===== config.mk =====
export PLATFORM = sky130hd
export DESIGN_NAME = id_ex_stage_flat
export DESIGN_NICKNAME = d
export VERILOG_FILES = /design/src/rtl/id_ex_stage_pkg.sv /design/src/rtl/id_ex_stage_if.sv /design/src/rtl/id_ex_stage_hazard_detection.sv /design/src/rtl/id_ex_stage.sv /design/src/flat_wrapper.sv
export SDC_FILE = /design/constraint.sdc
export NUM_CORES = 1
export LEC_CHECK = 0
export ABC_AREA = 0
export CAP_MARGIN = 30
export CORE_AREA = 2 2 134 136
export CTS_CLUSTER_DIAMETER = 30
export CTS_CLUSTER_SIZE = 8
export DETAILED_ROUTE_END_ITERATION = 6
export DIE_AREA = 0 0 136 138
export GPL_ROUTABILITY_DRIVEN = 0
export PLACE_DENSITY = 0.79
export SLEW_MARGIN = 40
export SYNTH_ARGS = -nofsm -noshare
export SYNTH_HDL_FRONTEND = slang
export SYNTH_SLANG_ARGS = --single-unit

===== constraint.sdc =====
create_clock -name clk_i -period 18.4 [get_ports clk_i]
set_input_delay 3.68 -clock clk_i [delete_from_list [all_inputs] [get_ports clk_i]]
set_output_delay 3.68 -clock clk_i [all_outputs]
set_load 0.005 [all_outputs]

===== src/rtl/id_ex_stage_pkg.sv =====
// Shared pipeline package: datapath widths, control-bit positions and the
// ID/EX register record used by the stage registers and the forwarding unit.
package id_ex_stage_pkg;

    localparam int CTRL_W = 10;
    localparam int DATA_W = 32;
    localparam int REG_W  = 5;
    localparam int CNT_W  = 16;

    // Control word packing, MSB first:
    // {regwrite, memtoreg, memread, memwrite, branch, regdst, alusrc, aluop[2:0]}
    localparam int CTRL_REGWRITE = 9;
    localparam int CTRL_MEMTOREG = 8;
    localparam int CTRL_MEMREAD  = 7;
    localparam int CTRL_MEMWRITE = 6;
    localparam int CTRL_BRANCH   = 5;
    localparam int CTRL_REGDST   = 4;
    localparam int CTRL_ALUSRC   = 3;
    localparam int CTRL_ALUOP    = 0;
    localparam int CTRL_ALUOP_W  = 3;

    typedef logic [REG_W-1:0]  reg_num_t;
    typedef logic [DATA_W-1:0] word_t;
    typedef logic [CTRL_W-1:0] ctrl_t;

    typedef struct packed {
        logic     valid;
        ctrl_t    ctrl;
        reg_num_t regs;
        reg_num_t regt;
        reg_num_t regd;
        word_t    rs_data;
        word_t    rt_data;
        word_t    imm;
        word_t    pc_plus4;
    } idex_t;

    // What the stage register does on the next rising edge.
    typedef enum logic [1:0] {
        CAPTURE_ID,
        BUBBLE_FLUSH,
        BUBBLE_HAZARD
    } idex_action_t;

endpackage


===== src/rtl/id_ex_stage_if.sv =====
// Decode-side inputs and registered ID/EX outputs of the execute stage register.
interface id_ex_stage_if;
    import id_ex_stage_pkg::*;

    reg_num_t id_regs;
    reg_num_t id_regt;
    reg_num_t id_regd;
    word_t    id_rs_data;
    word_t    id_rt_data;
    word_t    id_imm;
    word_t    id_pc_plus4;
    ctrl_t    id_ctrl;

    reg_num_t idex_regs;
    reg_num_t idex_regt;
    reg_num_t idex_regd;
    word_t    idex_rs_data;
    word_t    idex_rt_data;
    word_t    idex_imm;
    word_t    idex_pc_plus4;
    ctrl_t    idex_ctrl;
    logic     idex_valid;

    modport master (
        output id_regs, id_regt, id_regd, id_rs_data, id_rt_data, id_imm,
               id_pc_plus4, id_ctrl,
        input  idex_regs, idex_regt, idex_regd, idex_rs_data, idex_rt_data,
               idex_imm, idex_pc_plus4, idex_ctrl, idex_valid
    );

    modport slave (
        input  id_regs, id_regt, id_regd, id_rs_data, id_rt_data, id_imm,
               id_pc_plus4, id_ctrl,
        output idex_regs, idex_regt, idex_regd, idex_rs_data, idex_rt_data,
               idex_imm, idex_pc_plus4, idex_ctrl, idex_valid
    );

endinterface


===== src/rtl/id_ex_stage_hazard_detection.sv =====
// Load-use hazard compare: a load in EX whose target feeds either source of
// the instruction in ID. Register $0 is hard-wired and never creates a hazard.
module hazard_detection
    import id_ex_stage_pkg::*;
(
    input  logic     idex_valid,
    input  logic     idex_memread,
    input  reg_num_t idex_regt,
    input  reg_num_t id_regs,
    input  reg_num_t id_regt,
    output logic     hazard
);

    // Both sources are compared even when the ID instruction ignores rt;
    // the occasional needless stall is cheaper than decoding the format here.
    assign hazard = idex_valid & idex_memread & (idex_regt != '0) &
                    ((idex_regt == id_regs) | (idex_regt == id_regt));

endmodule


===== src/rtl/id_ex_stage.sv =====
// ID/EX pipeline register with load-use stall generation, flush squashing
// and saturating bubble/flush event counters.
module id_ex_stage
    import id_ex_stage_pkg::*;
#(
    parameter int CNT_WIDTH = CNT_W
) (
    input  logic                 clk_i,
    input  logic                 rst_i,
    input  logic                 flush_i,
    input  logic                 cnt_clr_i,
    id_ex_stage_if.slave         stage,
    output logic                 stall_o,
    output logic [CNT_WIDTH-1:0] bubble_cnt,
    output logic [CNT_WIDTH-1:0] flush_cnt
);

    idex_t        idex_q;
    idex_t        idex_d;
    idex_action_t action;
    logic         hazard;

    hazard_detection u_hazard (
        .idex_valid   (idex_q.valid),
        .idex_memread (idex_q.ctrl[CTRL_MEMREAD]),
        .idex_regt    (idex_q.regt),
        .id_regs      (stage.id_regs),
        .id_regt      (stage.id_regt),
        .hazard       (hazard)
    );

    // A squash supersedes the stall: the dependent instruction is discarded anyway.
    assign stall_o = hazard & ~flush_i;

    always_comb begin
        // NOTE: every output gets a default first so no path leaves it unassigned (no latch).
        action = CAPTURE_ID;
        idex_d = '0;
        if (flush_i) begin
            action = BUBBLE_FLUSH;
        end else if (hazard) begin
            action = BUBBLE_HAZARD;
        end

        if (action == CAPTURE_ID) begin
            idex_d.valid    = 1'b1;
            idex_d.ctrl     = stage.id_ctrl;
            idex_d.regs     = stage.id_regs;
            idex_d.regt     = stage.id_regt;
            idex_d.regd     = stage.id_regd;
            idex_d.rs_data  = stage.id_rs_data;
            idex_d.rt_data  = stage.id_rt_data;
            idex_d.imm      = stage.id_imm;
            idex_d.pc_plus4 = stage.id_pc_plus4;
        end
    end

    always_ff @(posedge clk_i or posedge rst_i) begin
        // NOTE: non-blocking assignments so every register samples pre-edge values.
        if (rst_i) begin
            idex_q <= '0;
        end else begin
            idex_q <= idex_d;
        end
    end

    // Counters hold at all-ones; clear wins over a same-edge increment.
    always_ff @(posedge clk_i or posedge rst_i) begin
        if (rst_i) begin
            bubble_cnt <= '0;
            flush_cnt  <= '0;
        end else if (cnt_clr_i) begin
            bubble_cnt <= '0;
            flush_cnt  <= '0;
        end else begin
            if (action == BUBBLE_HAZARD && bubble_cnt != '1) begin
                bubble_cnt <= bubble_cnt + CNT_WIDTH'(1);
            end
            if (flush_i && flush_cnt != '1) begin
                flush_cnt <= flush_cnt + CNT_WIDTH'(1);
            end
        end
    end

    assign stage.idex_valid    = idex_q.valid;
    assign stage.idex_ctrl     = idex_q.ctrl;
    assign stage.idex_regs     = idex_q.regs;
    assign stage.idex_regt     = idex_q.regt;
    assign stage.idex_regd     = idex_q.regd;
    assign stage.idex_rs_data  = idex_q.rs_data;
    assign stage.idex_rt_data  = idex_q.rt_data;
    assign stage.idex_imm      = idex_q.imm;
    assign stage.idex_pc_plus4 = idex_q.pc_plus4;

endmodule


===== src/flat_wrapper.sv =====
// flat-port wrapper written by rule: the top's interface ports become plain ports
module id_ex_stage_flat import id_ex_stage_pkg::*;
#(
    parameter int CNT_WIDTH = CNT_W
)
  (clk_i, rst_i, flush_i, cnt_clr_i, stall_o, bubble_cnt, flush_cnt, stage_id_regs, stage_id_regt, stage_id_regd, stage_id_rs_data, stage_id_rt_data, stage_id_imm, stage_id_pc_plus4, stage_id_ctrl, stage_idex_regs, stage_idex_regt, stage_idex_regd, stage_idex_rs_data, stage_idex_rt_data, stage_idex_imm, stage_idex_pc_plus4, stage_idex_ctrl, stage_idex_valid);
  id_ex_stage_if stage_i ();
  input  logic clk_i;
  input  logic rst_i;
  input  logic flush_i;
  input  logic cnt_clr_i;
  output logic stall_o;
  output logic [CNT_WIDTH-1:0] bubble_cnt;
  output logic [CNT_WIDTH-1:0] flush_cnt;
  input wire logic [$bits(stage_i.id_regs)-1:0] stage_id_regs;
  input wire logic [$bits(stage_i.id_regt)-1:0] stage_id_regt;
  input wire logic [$bits(stage_i.id_regd)-1:0] stage_id_regd;
  input wire logic [$bits(stage_i.id_rs_data)-1:0] stage_id_rs_data;
  input wire logic [$bits(stage_i.id_rt_data)-1:0] stage_id_rt_data;
  input wire logic [$bits(stage_i.id_imm)-1:0] stage_id_imm;
  input wire logic [$bits(stage_i.id_pc_plus4)-1:0] stage_id_pc_plus4;
  input wire logic [$bits(stage_i.id_ctrl)-1:0] stage_id_ctrl;
  output wire logic [$bits(stage_i.idex_regs)-1:0] stage_idex_regs;
  output wire logic [$bits(stage_i.idex_regt)-1:0] stage_idex_regt;
  output wire logic [$bits(stage_i.idex_regd)-1:0] stage_idex_regd;
  output wire logic [$bits(stage_i.idex_rs_data)-1:0] stage_idex_rs_data;
  output wire logic [$bits(stage_i.idex_rt_data)-1:0] stage_idex_rt_data;
  output wire logic [$bits(stage_i.idex_imm)-1:0] stage_idex_imm;
  output wire logic [$bits(stage_i.idex_pc_plus4)-1:0] stage_idex_pc_plus4;
  output wire logic [$bits(stage_i.idex_ctrl)-1:0] stage_idex_ctrl;
  output wire logic [$bits(stage_i.idex_valid)-1:0] stage_idex_valid;
  assign stage_i.id_regs = stage_id_regs;
  assign stage_i.id_regt = stage_id_regt;
  assign stage_i.id_regd = stage_id_regd;
  assign stage_i.id_rs_data = stage_id_rs_data;
  assign stage_i.id_rt_data = stage_id_rt_data;
  assign stage_i.id_imm = stage_id_imm;
  assign stage_i.id_pc_plus4 = stage_id_pc_plus4;
  assign stage_i.id_ctrl = stage_id_ctrl;
  assign stage_idex_regs = stage_i.idex_regs;
  assign stage_idex_regt = stage_i.idex_regt;
  assign stage_idex_regd = stage_i.idex_regd;
  assign stage_idex_rs_data = stage_i.idex_rs_data;
  assign stage_idex_rt_data = stage_i.idex_rt_data;
  assign stage_idex_imm = stage_i.idex_imm;
  assign stage_idex_pc_plus4 = stage_i.idex_pc_plus4;
  assign stage_idex_ctrl = stage_i.idex_ctrl;
  assign stage_idex_valid = stage_i.idex_valid;
  id_ex_stage #(.CNT_WIDTH(CNT_WIDTH)) u_core (.clk_i(clk_i), .rst_i(rst_i), .flush_i(flush_i), .cnt_clr_i(cnt_clr_i), .stage(stage_i), .stall_o(stall_o), .bubble_cnt(bubble_cnt), .flush_cnt(flush_cnt));
endmodule

==> deck_impl_summary.md, run 1 <==
Flow Results at a Glance

Outcome
  – Status: finished clean

Clocking
  – CTS Buf Count: 17
  – Cts hold-fix bufs: 0
  – Bufs on Longest Clock Path: 2
  – CTS root buffer: clkbuf_16
  – Clk latency late pin: 0.42 ns
  – CTS tree: yes
  – Clock transition at the registers of the reported paths: 0.06 ns
  – # Post-CTS Setup Buffers: 0
  – Post_cts resized: 0
  – H-Tree Depth: 4
  – TritonCTS sink count: 186

Final timing
  – Worst clock skew: 0.009374 ns
  – Final worst-path setup slack: 9.265 ns
  – Fin crit share: 0.4965
  – Relative slew margins: 0.5462
  – Min Clock Period, post-route: 9.135 ns
  – Slew at the pin closest to its max-slew limit: 0.6807 ns
  – Final hold viol count: 0
  – Max Slew Vio Count: 0
  – Hold slack: 0.5835 ns
  – Setup TNS: 0 ns
  – Max Fclk: 109.5 MHz

Logic synthesis
  – Mux frac, synth: 0.006863
  – XOR Share, Synth: 0.02276
  – Area reported by Yosys stat: 0.006928 mm^2
  – Synth Net Count: 699
  – Syn_area_per_cell: 12.83 um^2
  – Synth Register Bits: 186
  – Synthesized instance count: 540
  – Yosys Instances: 540
  – Compound Share, Synth: 0.04461
  – Synth Seq Share: 0.6718
  – Synthesized cell area: 0.006928 mm^2
  – Yosys warning count: 0
  – Post-synthesis simple-gate area fraction: 0.2220
  – Top non-seq family: simple AND/OR/NAND/NOR gates

GRT
  – GRT Total Usage: 0.2047
  – Largest net degree at the start of global routing: 131
  – Vias in the first global route: 5269
  – Global-route wire length before repair: 29280 um

Setup path
  – Worst-path cell chain: clkdlybuf4s50_1 -> xnor2_1 -> nand3_1 -> o22ai_1 -> nand2_1 -> nor2_1 -> clkdlybuf4s50_1
  – Worst setup EP type: output port
  – WP data required: 14.72 ns
  – Cell mode on critical path: clkdlybuf4s50_1
  – Critical path's top delay family: buffers and inverters
  – Worst Path Buf+Inv: 2

Power and ir drop
  – Cell-internal power: 0.6906 mW
  – Net Sw Power: 0.2011 mW
  – VDD IR max: 0.06071 mV
  – Cell area power density: 80.55 mW/mm^2
  – Clock power frac: 0.392
  – P_leak: 4.689 nW
  – Part of the power in registers: 0.486

Cells and area
  – Fillers: 1403
  – Flop area: 0.004654 mm^2
  – Commonest Layout Cell: clkdlybuf4s50_1
  – Most frequent cells in the layout: clkdlybuf4s50_1 (343), dfrtp_1 (186), and2_1 (158), nor2_1 (18), a21oi_1 (18)
  – Layout Cell Area excl Fill: 0.01107 mm^2
  – Share of post-route cells with drive strength above 1: 0.04831
  – Final Util: 0.6314
  – Layout area overhead: 59.80%
  – Nets: 1036
  – N_diodes: 0

Route
  – DR iter-0 viols: 268
  – Final ANT Viol Nets: 0
  – Drt pass-1 iters: 4
  – Via Count: 5196

Run
  – Log Warnings: 30
  – Max_cap viols: 0

Placement
  – # port buffers: 343
  – Post-Place Worst Slack: 9.274 ns
  – Placed cell area: 0.01050 mm^2

Floorplan
  – Die area: 0.01877 mm^2
  – Ports: 344
  – Core outline area: 0.01753 mm^2
  – Fp util: 0.3951
run 1: worst register-to-register path: stages, from the launching register on:
cell     delay (ns)
dfrtp_1        0.42
or3_1          0.39
o311a_4        0.37
a21oi_4        0.47
buf_6          0.56
and2_1         0.35
run 1: cells in the mapped netlist (all sizes together):
cell type  count  area (um^2)
a211oi         5        37.54
a21bo          1        10.01
a21oi         19        106.4
a31oi          1        6.260
a41oi          1        8.760
and2         158        988.5
and3           2        12.51
and4           7        61.31
buf           12        121.4
clkbuf        16        60.06
dfrtp        186         4654
ha             2        25.02
inv            4        15.01
mux2           3        37.53
mux2i          1        10.01
nand2         12        45.04
nand3          9        45.04
nand3b         1        20.02
nand4         14        87.58
nor2          18        67.56
nor2b          5        31.28
nor3           5        25.02
nor3b          1        7.510
nor4           1        6.260
nor4b          1        8.760
o2111ai        1        8.760
o21ai          7        35.03
o22a           1        8.760
o22ai          1        6.260
o311a          1        21.27
o31ai          8        60.06
or2            2        12.51
or3            5        31.28
or3b           1        8.760
or4           10        78.82
xnor2         12        105.1
xor2           6        52.55
run 1: layout make-up:
type,count,share of cell area
Timing Repair Buffer,346,0.3128
Clock buffer,21,0.04069
Multi-Input combinational cell,322,0.1877
Sequential cell,186,0.4204
Clock inverter,11,0.009946
Tap cell,229,0.02588
Inverter,4,0.002486
run 1: cells by family (layout without fill, tap and decap cells):
group / count (synthesis) / count (layout)
and+or+nand+nor: 252 / 252
DFF: 186 / 186
AOI/OAI and AO/OA: 46 / 46
buffers and inverters: 32 / 382
xor gates and xnor gates: 18 / 18
muxes: 4 / 4
adders and majority gates: 2 / 2
run 1: registers in the layout, indices dropped and copies added, names as in the netlist:
signal and flops:
u_core.stage.idex_rs_data 32, u_core.stage.idex_regd 5, u_core.stage.idex_regt 5, u_core.stage.idex_rt_data 32, u_core.stage.idex_pc_plus4 32, u_core.stage.idex_imm 32, u_core.flush_cnt 16, u_core.stage.idex_regs 5
u_core.bubble_cnt 16, u_core.stage.idex_ctrl 10, u_core.stage.idex_valid 1
run 1: worst paths after layout:
path / start / to / slack [ns] / depth (start not counted)
setup / recovery: stage_id_regt[4] / stall_o / 9.26 / 7
hold / removal: u_core.flush_cnt[12] / u_core.flush_cnt[12] / 0.58 / 2
setup reg to reg: u_core.stage.idex_regt[0] / u_core.stage.idex_ctrl[6] / 15.76 / 5
hold reg to reg: u_core.flush_cnt[12] / u_core.flush_cnt[12] / 0.58 / 2
max in group asynchronous: rst_i / u_core.stage.idex_imm[22] / 13.52 / 3
min in group asynchronous: rst_i / u_core.stage.idex_ctrl[0] / 3.76 / 2
run 1: per-layer routing:
layer	up-vias	routed length [um]
li1	2454	-
met1	2471	7043
met2	236	9369
met3	35	1893
met4	0	634
met5	-	0
run 1: power by group through the flow:
stage | logic [mW] | registers, mW | clock network [mW]
5_1_grt | 0.119 | 0.435 | 0.378
3_3_place_gp | 0.109 | 0.440 | 0
4_1_cts | 0.111 | 0.433 | 0.361
2_1_floorplan | 0.0300 | 0.443 | 0
3_5_place_dp | 0.111 | 0.441 | 0
6_report | 0.109 | 0.433 | 0.349
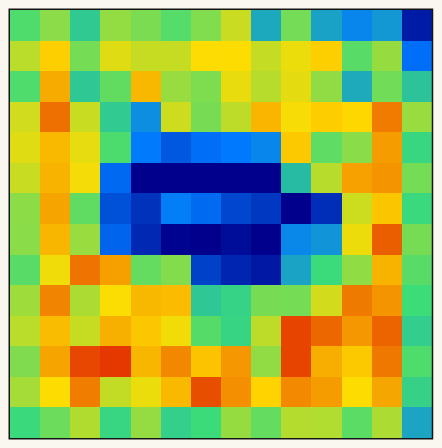
Run 1: placement density heat map
14 x 14 tiles, from dark blue (low) to red (high), 0 to 100% covered.
nearly empty tiles: 4.6%
emptiest ninth of the die: middle
mean over tiles: 57%
tiles over 75% full: 27%
fullest tile: 94%

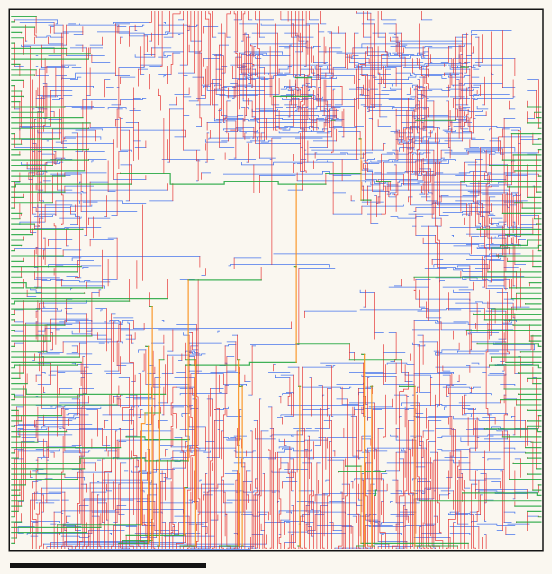
Run 1: wiring by layer
The bar under the picture is 50 um long.
| layer | colour | wire length |
|---|---|---|
| M4 | orange | 634 um |
| M2 | red | 9370 um |
| M3 | green | 1890 um |
| M1 | blue | 7040 um |

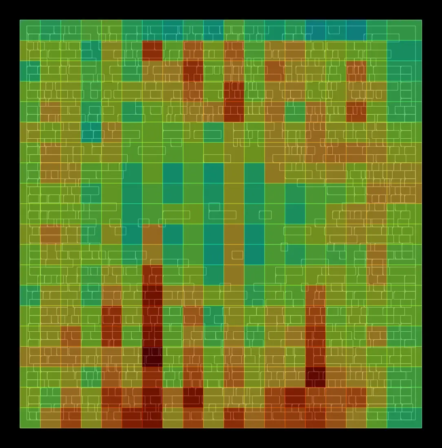
Run 1: track usage over the die
GRT met3 Usage: 0.08728
wire per inst: 16.92 um
Top Usage Layer GRT: met2
global-route met1 utilization: 0.2303

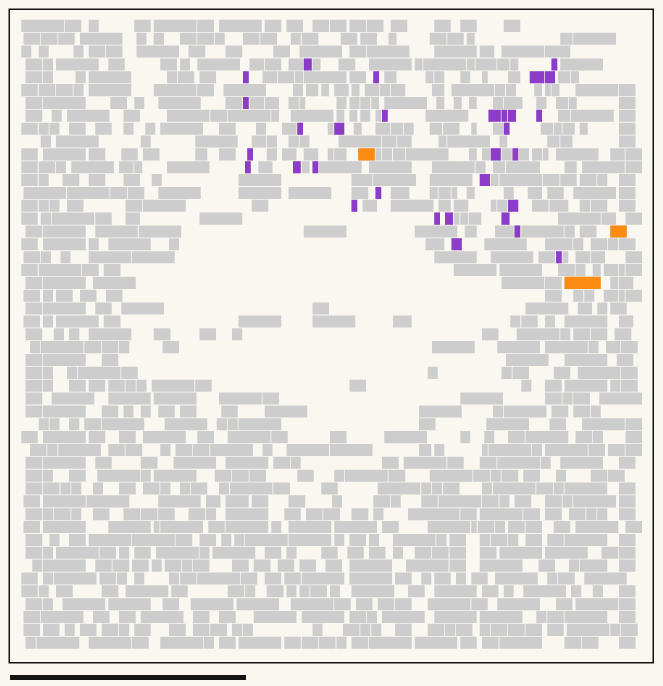
Run 1: gate families picked out
The bar under the picture is 50 um long.
| family | colour | cells |
|---|---|---|
| non-inverting ao/oa cells | orange | 3 |
| nor cells | purple | 31 |
count of non-filler cells in the finished layout: 1119
Comb/total area: 0.1877

Run 1, clock network drawn from the DEF:
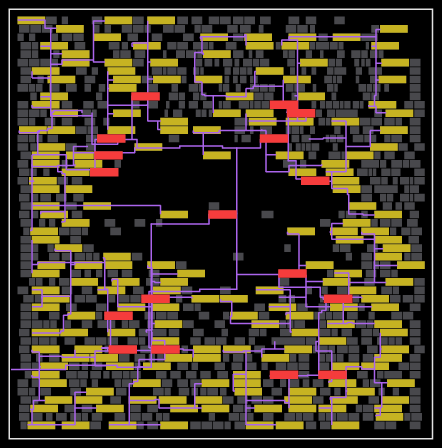

==> run 1 -> run 2 <==
--- a/config.mk
+++ b/config.mk
@@ -7,11 +7,11 @@
 export LEC_CHECK = 0
 export ABC_AREA = 0
 export CAP_MARGIN = 30
-export CORE_AREA = 2 2 134 136
+export CORE_MARGIN = 2
+export CORE_UTILIZATION = 40
 export CTS_CLUSTER_DIAMETER = 30
 export CTS_CLUSTER_SIZE = 8
 export DETAILED_ROUTE_END_ITERATION = 6
-export DIE_AREA = 0 0 136 138
 export GPL_ROUTABILITY_DRIVEN = 0
 export PLACE_DENSITY = 0.79
 export SLEW_MARGIN = 40
==> constraint.sdc (replaced) <==
create_clock -name clk_i -period 9.1 [get_ports clk_i]
set_input_delay 1.82 -clock clk_i [delete_from_list [all_inputs] [get_ports clk_i]]
set_output_delay 1.82 -clock clk_i [all_outputs]
set_load 0.005 [all_outputs]
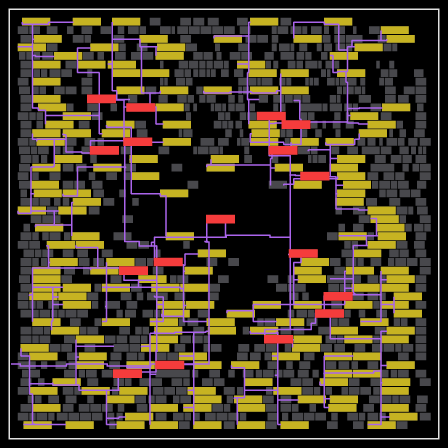
Run 2: clock network drawn from the DEF
[clock-net drivers] red | count: 17
[clock wires] purple | length: 2050 um
[flip-flops] yellow | count: 186
routed clock nets: 18
flops lie: widely spread
worst clock skew: 0.01180 ns
Power Clock: 0.753 mW

==> run 2 against run 1 <==
Setup slack got worse by 5.6 ns. Register-to-register slack lost 8.9 ns. Synthesized area did not move. Clock-buffer cell count shrank 2. Hold slack is essentially flat. Sequential share of layout area down 0.20 points. Largest power group unchanged.
==> deck_impl_summary.md, run 2 <==
Flow Results at a Glance

Clocking
  – Clock transition at the registers of the reported paths: 0.06 ns (about the same)
  – # Post-CTS Setup Buffers: 0 (unchanged)
  – Clk latency late pin: 0.42 ns (about the same)
  – Post_cts resized: 0 (unchanged)
  – CTS root buffer: clkbuf_16
  – TritonCTS sink count: 186 (unchanged)
  – Bufs on Longest Clock Path: 2 (unchanged)
  – H-Tree Depth: 4 (unchanged)
  – CTS tree: yes
  – CTS Buf Count: 17 (unchanged)
  – Cts hold-fix bufs: 0 (unchanged)

Route
  – Wire per inst: 17.23 um (+1.8%)
  – Routed met3 length: 1930 um (+2.0%)
  – DR iter-0 viols: 203 (-24%)
  – Drt pass-1 iters: 5 (+1)
  – DR DRC count: 0
  – Routed met2 length: 9899 um (+5.7%)
  – Wire length on met1: 6904 um (-2.0%)
  – Max layer used: met4
  – Final ANT Viol Nets: 0 (unchanged)
  – Via Count: 5220 (+0.46%)
  – Total Wirelength: 19230 um

Outcome
  – Status: finished clean

Placement
  – # port buffers: 343 (unchanged)
  – # placed instances: 1084
  – Post-Place Worst Slack: 3.586 ns (-5.688 ns)
  – Detailed placement HPWL: 14530 um

GRT
  – Largest net degree at the start of global routing: 117 (-11%)
  – GRT Total Usage: 0.2125 (+0.007882)
  – Global-route wire length before repair: 29430 um (+0.52%)
  – Vias in the first global route: 5352 (+1.6%)

Logic synthesis
  – Synth Register Bits: 186 (unchanged)
  – Synthesized cell area: 0.006928 mm^2 (unchanged)
  – Yosys top cell area share: 0.6718 (unchanged)
  – Synth top area cells: dfrtp_1 (67%), and2_1 (14%), xnor2_1 (1.5%), buf_6 (1.5%), a21oi_1 (1.3%)
  – Area reported by Yosys stat: 0.006928 mm^2 (unchanged)
  – Synth Seq Share: 0.6718 (unchanged)
  – Yosys warning count: 0 (unchanged)
  – Synth async-reset ratio: 1.000 (unchanged)
  – Synthesized instance count: 540 (unchanged)
  – Cell with the most instances after synthesis: dfrtp_1
  – EDFF count, synth: 0 (unchanged)
  – Syn_area_per_cell: 12.83 um^2 (unchanged)
  – Commonest flop: dfrtp_1
  – Distinct lib cells: 43
  – Area leader, netlist: dfrtp_1
  – Synth Net Count: 699 (unchanged)
  – Top cells by count: dfrtp_1 (186), and2_1 (158), a21oi_1 (18), nor2_1 (18), clkbuf_1 (16)
  – Yosys Instances: 540 (unchanged)

Min path
  – Worst min path class: flop to flop

Cells and area
  – Most frequent cells in the layout: clkdlybuf4s50_1 (343), dfrtp_1 (186), and2_1 (158), nor2_1 (18), a21oi_1 (18)
  – Layout area overhead: 60.56%
  – Nets: 1037 (+0.097%)
  – N_diodes: 0 (unchanged)
  – Share of post-route cells with drive strength above 1: 0.05275 (+0.004435)

Setup path
  – Setup CP Type: primary input to output port
  – R2r endpoint: u_core.stage.idex_rt_data[17]
  – Reg-to-reg slack, setup: 6.88 ns (-8.88 ns)
  – R2R depth: 5 (unchanged)
  – Worst setup path start: stage_id_regt[4]
  – Reg2reg start: u_core.stage.idex_regt[0]
  – Startpoint Class: primary input
  – WP data required: 7.28 ns (-7.44 ns)
  – CP max FO: 2
  – Worst setup EP type: output port
  – Worst setup path endpoint: stall_o

Floorplan
  – Core outline area: 0.01712 mm^2 (-2.4%)
  – DIE WIDTH: 135.6 um
  – Ports: 344 (unchanged)
  – Fp util: 0.4048 (+0.009647)
  – Die area: 0.01839 mm^2 (-2.0%)
  – Height of the die: 135.6 um

Final timing
  – Setup TNS: 0 ns (unchanged)
  – Max Slew Vio Count: 0 (unchanged)
  – Relative slew margins: 0.5576 (+0.01139)
  – Max Fclk: 182.4 MHz
  – Slew at the pin closest to its max-slew limit: 0.6636 ns (-0.01708 ns)
  – Min Clock Period, post-route: 5.481 ns
  – Hold slack: 0.5838 ns (+0.0002930 ns)
  – RSZ-0062 raised after global routing: false
  – Fin crit share: 0.6023
  – Final worst-path setup slack: 3.619 ns (-5.646 ns)
  – Final hold viol count: 0 (unchanged)

Power and ir drop
  – P_leak: 4.714 nW (+0.55%)
  – VDD IR max: 0.1230 mV (+100%)
  – Cell area power density: 166.3 mW/mm^2 (+110%)

Run
  – Log Warnings: 28 (-6.7%)
  – Max_cap viols: 0 (unchanged)
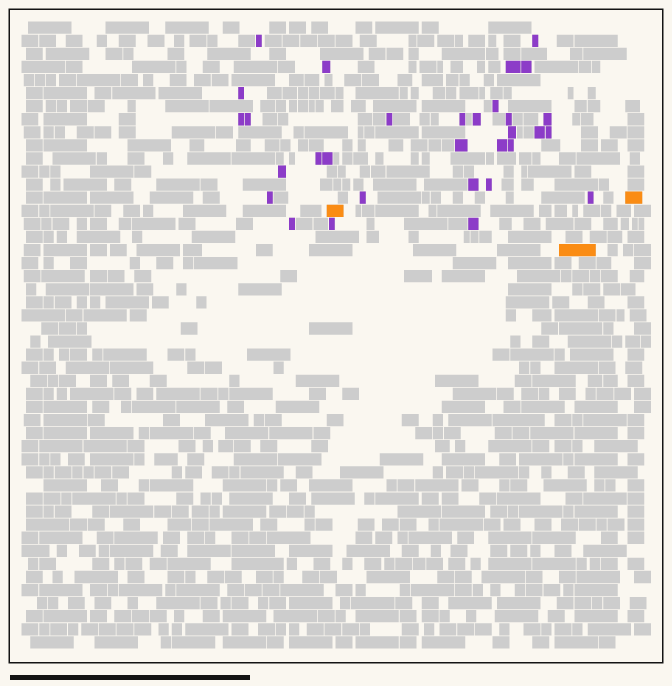
Run 2: gate families picked out
The bar under the picture is 50 um long.
| family | colour | cells |
|---|---|---|
| nor cells | purple | 31 |
| non-inverting ao/oa cells | orange | 3 |
Comb/total area: 0.1868
Commonest Layout Cell: clkdlybuf4s50_1
count of non-filler cells in the finished layout: 1116

[run 2: cell types whose count changed in the layout (fill, tap and decap cells not counted), sizes merged]
| cell | before | now |
|---|---|---|
| clkbuf | 21 | 19 |
| buf | 3 | 4 |
| bufinv | 1 | 2 |
| clkinv | 4 | 5 |
| clkinvlp | 2 | 3 |
| inv | 8 | 7 |
[run 2: through the flow]
step	util	total power, mW	instance area [um^2]
2_1_floorplan	-	0.9570	6928
5_1_grt	0.6499	1.928	11120
4_1_cts	0.6495	1.875	11120
6_report	0.6499	1.849	11120
3_5_place_dp	0.6136	1.116	10500
3_3_place_gp	0.6134	1.112	10500
[run 2: how the worst min path moves through the flow]
stage	start	to	depth (start not counted)
2_1_floorplan	u_core.flush_cnt[12]	u_core.flush_cnt[12]	2
3_3_place_gp	u_core.flush_cnt[12]	u_core.flush_cnt[12]	2
3_5_place_dp	u_core.flush_cnt[11]	u_core.flush_cnt[11]	2
4_1_cts	u_core.flush_cnt[11]	u_core.flush_cnt[11]	2
5_1_grt	u_core.bubble_cnt[5]	u_core.bubble_cnt[5]	2
6_report	u_core.flush_cnt[11]	u_core.flush_cnt[11]	2
[run 2: per-layer routing]
layer  vias to the layer above  track usage
met5                         -            0
met4                         0      0.08102
met3                        30      0.09166
met2                       239       0.3698
met1                      2489       0.2289
li1                       2462            -
[run 2: power by group]
| part | switching [mW] | internal (mW) | total, mW |
|---|---|---|---|
| Clock | 0.325 | 0.428 | 0.753 |
| Sequential | 0.0130 | 0.863 | 0.876 |
| Combinational | 0.0769 | 0.144 | 0.221 |
| Total | 0.415 | 1.43 | 1.85 |
[run 2: cell type report]
class	count	area [um^2]
fillers	1317	5993
flip-flops and latches	186	4654
repair buffers	347	3467
multi-input cells	322	2078
clock buffers	19	452.9
well taps	225	281.5
clock inverters	13	161.4
inverters	4	27.53
[run 2: cell families (layout without fill, tap and decap cells)]
kind of cell	count (synthesis)	in the layout	share of synthesized area
AOI/OAI and AO/OA	46	46	0.04461
buffers and inverters	32	383	0.02835
xor gates and xnor gates	18	18	0.02276
adders and majority gates	2	2	0.003611
and+or+nand+nor	252	252	0.2220
DFF	186	186	0.6718
muxes	4	4	0.006862
[run 2: worst max-delay path: stages]
cell             delay, ns
clkdlybuf4s50_1       0.50
xnor2_1               0.14
nand3_1               0.14
o22ai_1               0.34
nand2_1               0.09
nor2_1                0.11
clkdlybuf4s50_1       0.52
Run 2, wiring by layer:
The bar under the picture is 50 um long.
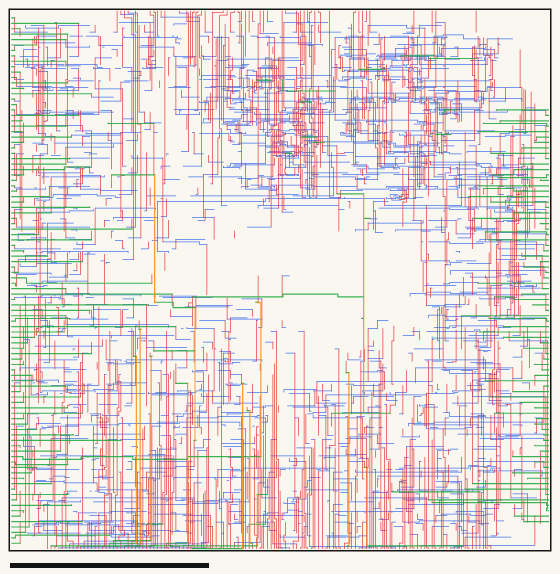

==> run 2 -> run 3 <==
==> constraint.sdc (replaced) <==
create_clock -name clk_i -period 5.1 [get_ports clk_i]
set_input_delay 1.02 -clock clk_i [delete_from_list [all_inputs] [get_ports clk_i]]
set_output_delay 1.02 -clock clk_i [all_outputs]
set_load 0.005 [all_outputs]
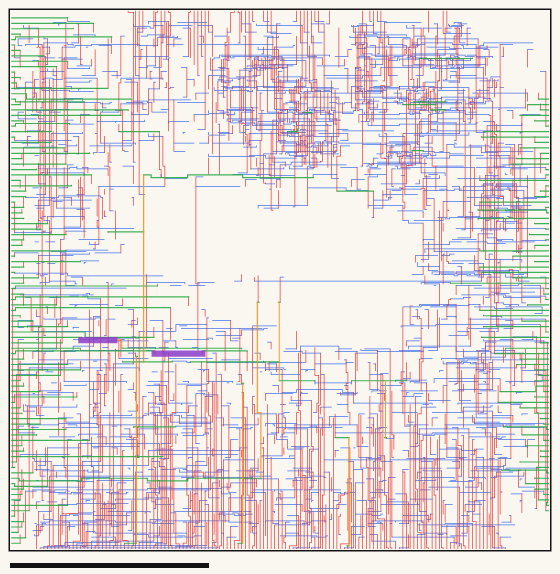
Run 3: wiring by layer
The bar under the picture is 50 um long.
| layer | colour | wire length |
|---|---|---|
| M1 | blue | 7180 um |
| M4 | orange | 246 um |
| M5 | purple | 20.2 um |
| M2 | red | 9580 um |
| M3 | green | 1810 um |

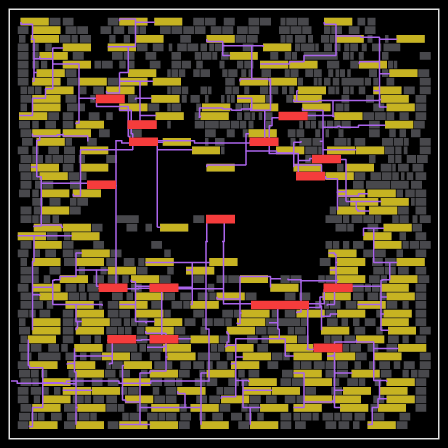
Run 3: clock network drawn from the DEF
[clock wires] purple | length: 2120 um
[flip-flops] yellow | count: 186
[clock-net drivers] red | count: 17
routed clock nets: 18
flops lie: widely spread
clk latency late pin: 0.43 ns
Power Clock: 1.33 mW
worst clock skew: 0.01281 ns
Clock power frac: 0.404

==> run 3 against run 2 <==
Largest power group unchanged. Combinational power is 81% higher. Clock-buffer cell count unchanged. Total power rose by 78%. Register-to-register slack lost 4.3 ns. Global-route usage fell by 0.52 points. Design area rose by 0.44%. Largest cell class unchanged. Final cell count grew 0.36%. Core utilization increased by 0.29 points. Critical endpoint unchanged. Critical path type unchanged. Clock skew grew 0.0010 ns.
==> deck_impl_summary.md, run 3 <==
Flow Results at a Glance

Logic synthesis
  – Syn_area_per_cell: 12.83 um^2 (unchanged)
  – Synth top area cells: dfrtp_1 (67%), and2_1 (14%), xnor2_1 (1.5%), buf_6 (1.5%), a21oi_1 (1.3%)
  – Yosys warning count: 0 (unchanged)
  – Top cells by count: dfrtp_1 (186), and2_1 (158), a21oi_1 (18), nor2_1 (18), clkbuf_1 (16)
  – Synth async-reset ratio: 1.000 (unchanged)
  – Yosys Instances: 540 (unchanged)
  – Cell with the most instances after synthesis: dfrtp_1
  – Synth Net Count: 699 (unchanged)
  – Commonest flop: dfrtp_1
  – Synth Register Bits: 186 (unchanged)
  – Yosys top cell area share: 0.6718 (unchanged)
  – Distinct lib cells: 43 (unchanged)
  – Synthesized instance count: 540 (unchanged)
  – Area leader, netlist: dfrtp_1
  – Synthesized cell area: 0.006928 mm^2 (unchanged)

Outcome
  – Status: finished clean

Clocking
  – TritonCTS sink count: 186 (unchanged)
  – Cts hold-fix bufs: 0 (unchanged)
  – CTS root buffer: clkbuf_16
  – CTS Buf Count: 17 (unchanged)
  – # Post-CTS Setup Buffers: 0 (unchanged)
  – Post_cts resized: 0 (unchanged)
  – CTS tree: yes
  – Clock transition at the registers of the reported paths: 0.06 ns (about the same)
  – Bufs on Longest Clock Path: 2 (unchanged)

Power and ir drop
  – VDD IR max: 0.2154 mV (+75%)
  – Cell area power density: 294.9 mW/mm^2 (+77%)
  – P_leak: 4.750 nW (+0.75%)

Setup path
  – WP data required: 4.08 ns (-3.20 ns)
  – Reg2reg start: u_core.stage.idex_regt[0]
  – Reg-to-reg slack, setup: 2.63 ns (-4.25 ns)
  – CP max FO: 2 (unchanged)
  – R2R depth: 6 (+1)
  – R2r endpoint: u_core.stage.idex_rt_data[10]
  – Startpoint Class: primary input
  – Worst setup EP type: output port

Placement
  – # port buffers: 343 (unchanged)
  – Detailed placement HPWL: 14080 um (-3.0%)

Route
  – DR DRC count: 0 (unchanged)
  – Final ANT Viol Nets: 0 (unchanged)
  – Via Count: 5212 (-0.15%)
  – Wire per inst: 16.82 um (-2.4%)
  – DR iter-0 viols: 251 (+24%)
  – Drt pass-1 iters: 4 (-1)
  – Total Wirelength: 18840 um (-2.0%)

Cells and area
  – Layout area overhead: 61.26%
  – Final Util: 0.6527 (+0.002851)
  – N_diodes: 0 (unchanged)
  – Nets: 1041 (+0.39%)
  – Most frequent cells in the layout: clkdlybuf4s50_1 (343), dfrtp_1 (186), and2_1 (158), nor2_1 (18), a21oi_1 (18)
  – Share of post-route cells with drive strength above 1: 0.05587 (+0.003116)
  – Commonest Layout Cell: clkdlybuf4s50_1

Final timing
  – RSZ-0062 raised after global routing: false
  – Min Clock Period, post-route: 3.806 ns
  – Setup TNS: 0 ns (unchanged)
  – Relative slew margins: 0.5446 (-0.01293)
  – Slew at the pin closest to its max-slew limit: 0.6768 ns (+0.01315 ns)
  – Max Slew Vio Count: 0 (unchanged)

GRT
  – GRT overflow: 0
  – Vias in the first global route: 5181 (-3.2%)
  – Global-route wire length before repair: 28840 um (-2.0%)
  – Largest net degree at the start of global routing: 98 (-16%)
  – GRT Total Usage: 0.2074 (-0.005157)

Min path
  – Hold depth: 2 (unchanged)
  – Hold EP: u_core.flush_cnt[12]
  – Worst min path class: flop to flop
  – Hold Crit Start: u_core.flush_cnt[12]

Floorplan
  – Fp util: 0.4048 (unchanged)
  – Die area: 0.01839 mm^2 (unchanged)
  – Core outline area: 0.01712 mm^2 (unchanged)
  – DIE WIDTH: 135.6 um (unchanged)
  – Height of the die: 135.6 um (unchanged)

Run
  – Log Warnings: 26 (-7.1%)
run 3: netlist changes by cell type in the layout (fill, tap and decap cells not counted), sizes merged:
cell / before / now
buf: 4 / 8
clkinv: 5 / 3
clkinvlp: 3 / 1
inv: 7 / 11
run 3: worst max path at each step:
stage,end,slack [ns],cells past startpoint,start
3_3_place_gp,stall_o,1.35,7,stage_id_regt[0]
3_5_place_dp,stall_o,1.30,7,stage_id_regt[0]
4_1_cts,stall_o,1.29,7,stage_id_regt[4]
6_report,stall_o,1.29,7,stage_id_regt[4]
2_1_floorplan,u_core.bubble_cnt[0],1.69,1,rst_i
5_1_grt,stall_o,1.13,7,stage_id_regt[2]
run 3: cells by family (layout without fill, tap and decap cells):
logic type	Yosys count	count (layout)	synth area share
buf+inv	32	387	0.02835
flops	186	186	0.6718
xor+xnor	18	18	0.02276
simple gates	252	252	0.2220
compound gates	46	46	0.04461
fa+ha+maj	2	2	0.003611
mux	4	4	0.006862
run 3: metrics by stage:
step	cells	power (mW)	worst slack, ns	area (um^2)	hold slack, ns
final	1120	3.295	1.294	11170	0.5779
after global routing	1120	3.437	1.128	11170	0.6186
after CTS	1120	3.343	1.293	11170	0.5935
after detailed placement	1088	1.997	1.301	10580	0.5741
after global placement	1086	1.986	1.347	10540	0.5515
after floorplan	540	1.708	1.687	6932	0.5407
run 3: layout make-up:
type                    count  area [um^2]
clock inverters            13        150.1
clock buffers              19        442.9
inverters                   4        18.77
multi-input cells         322         2078
fillers                  1334         5944
well taps                 225        281.5
repair buffers            351         3546
flip-flops and latches    186         4654
run 3: critical path, cell delays in order:
cell and delay, ns:
clkdlybuf4s50_1 0.50, xnor2_1 0.12, nand3_1 0.12, o22ai_1 0.31, nand2_1 0.10, nor2_1 0.11
clkdlybuf4s50_1 0.51
run 3: power by group:
| part | switching [mW] | leakage [nW] | internal [mW] |
|---|---|---|---|
| clock | 0.582 | 0.297 | 0.750 |
| combinational | 0.138 | 2.02 | 0.263 |
| sequential | 0.0225 | 2.43 | 1.54 |
| total | 0.743 | 4.75 | 2.55 |
run 3: routing by layer:
metal	global-route usage	vias up	routed length, um
met2	0.3572	213	9575
met4	0.05324	4	246
met1	0.2365	2505	7184
li1	-	2470	-
met5	0	-	20
met3	0.09091	20	1813
Power figures rest on the tool's default switching activity, not on a simulated workload.
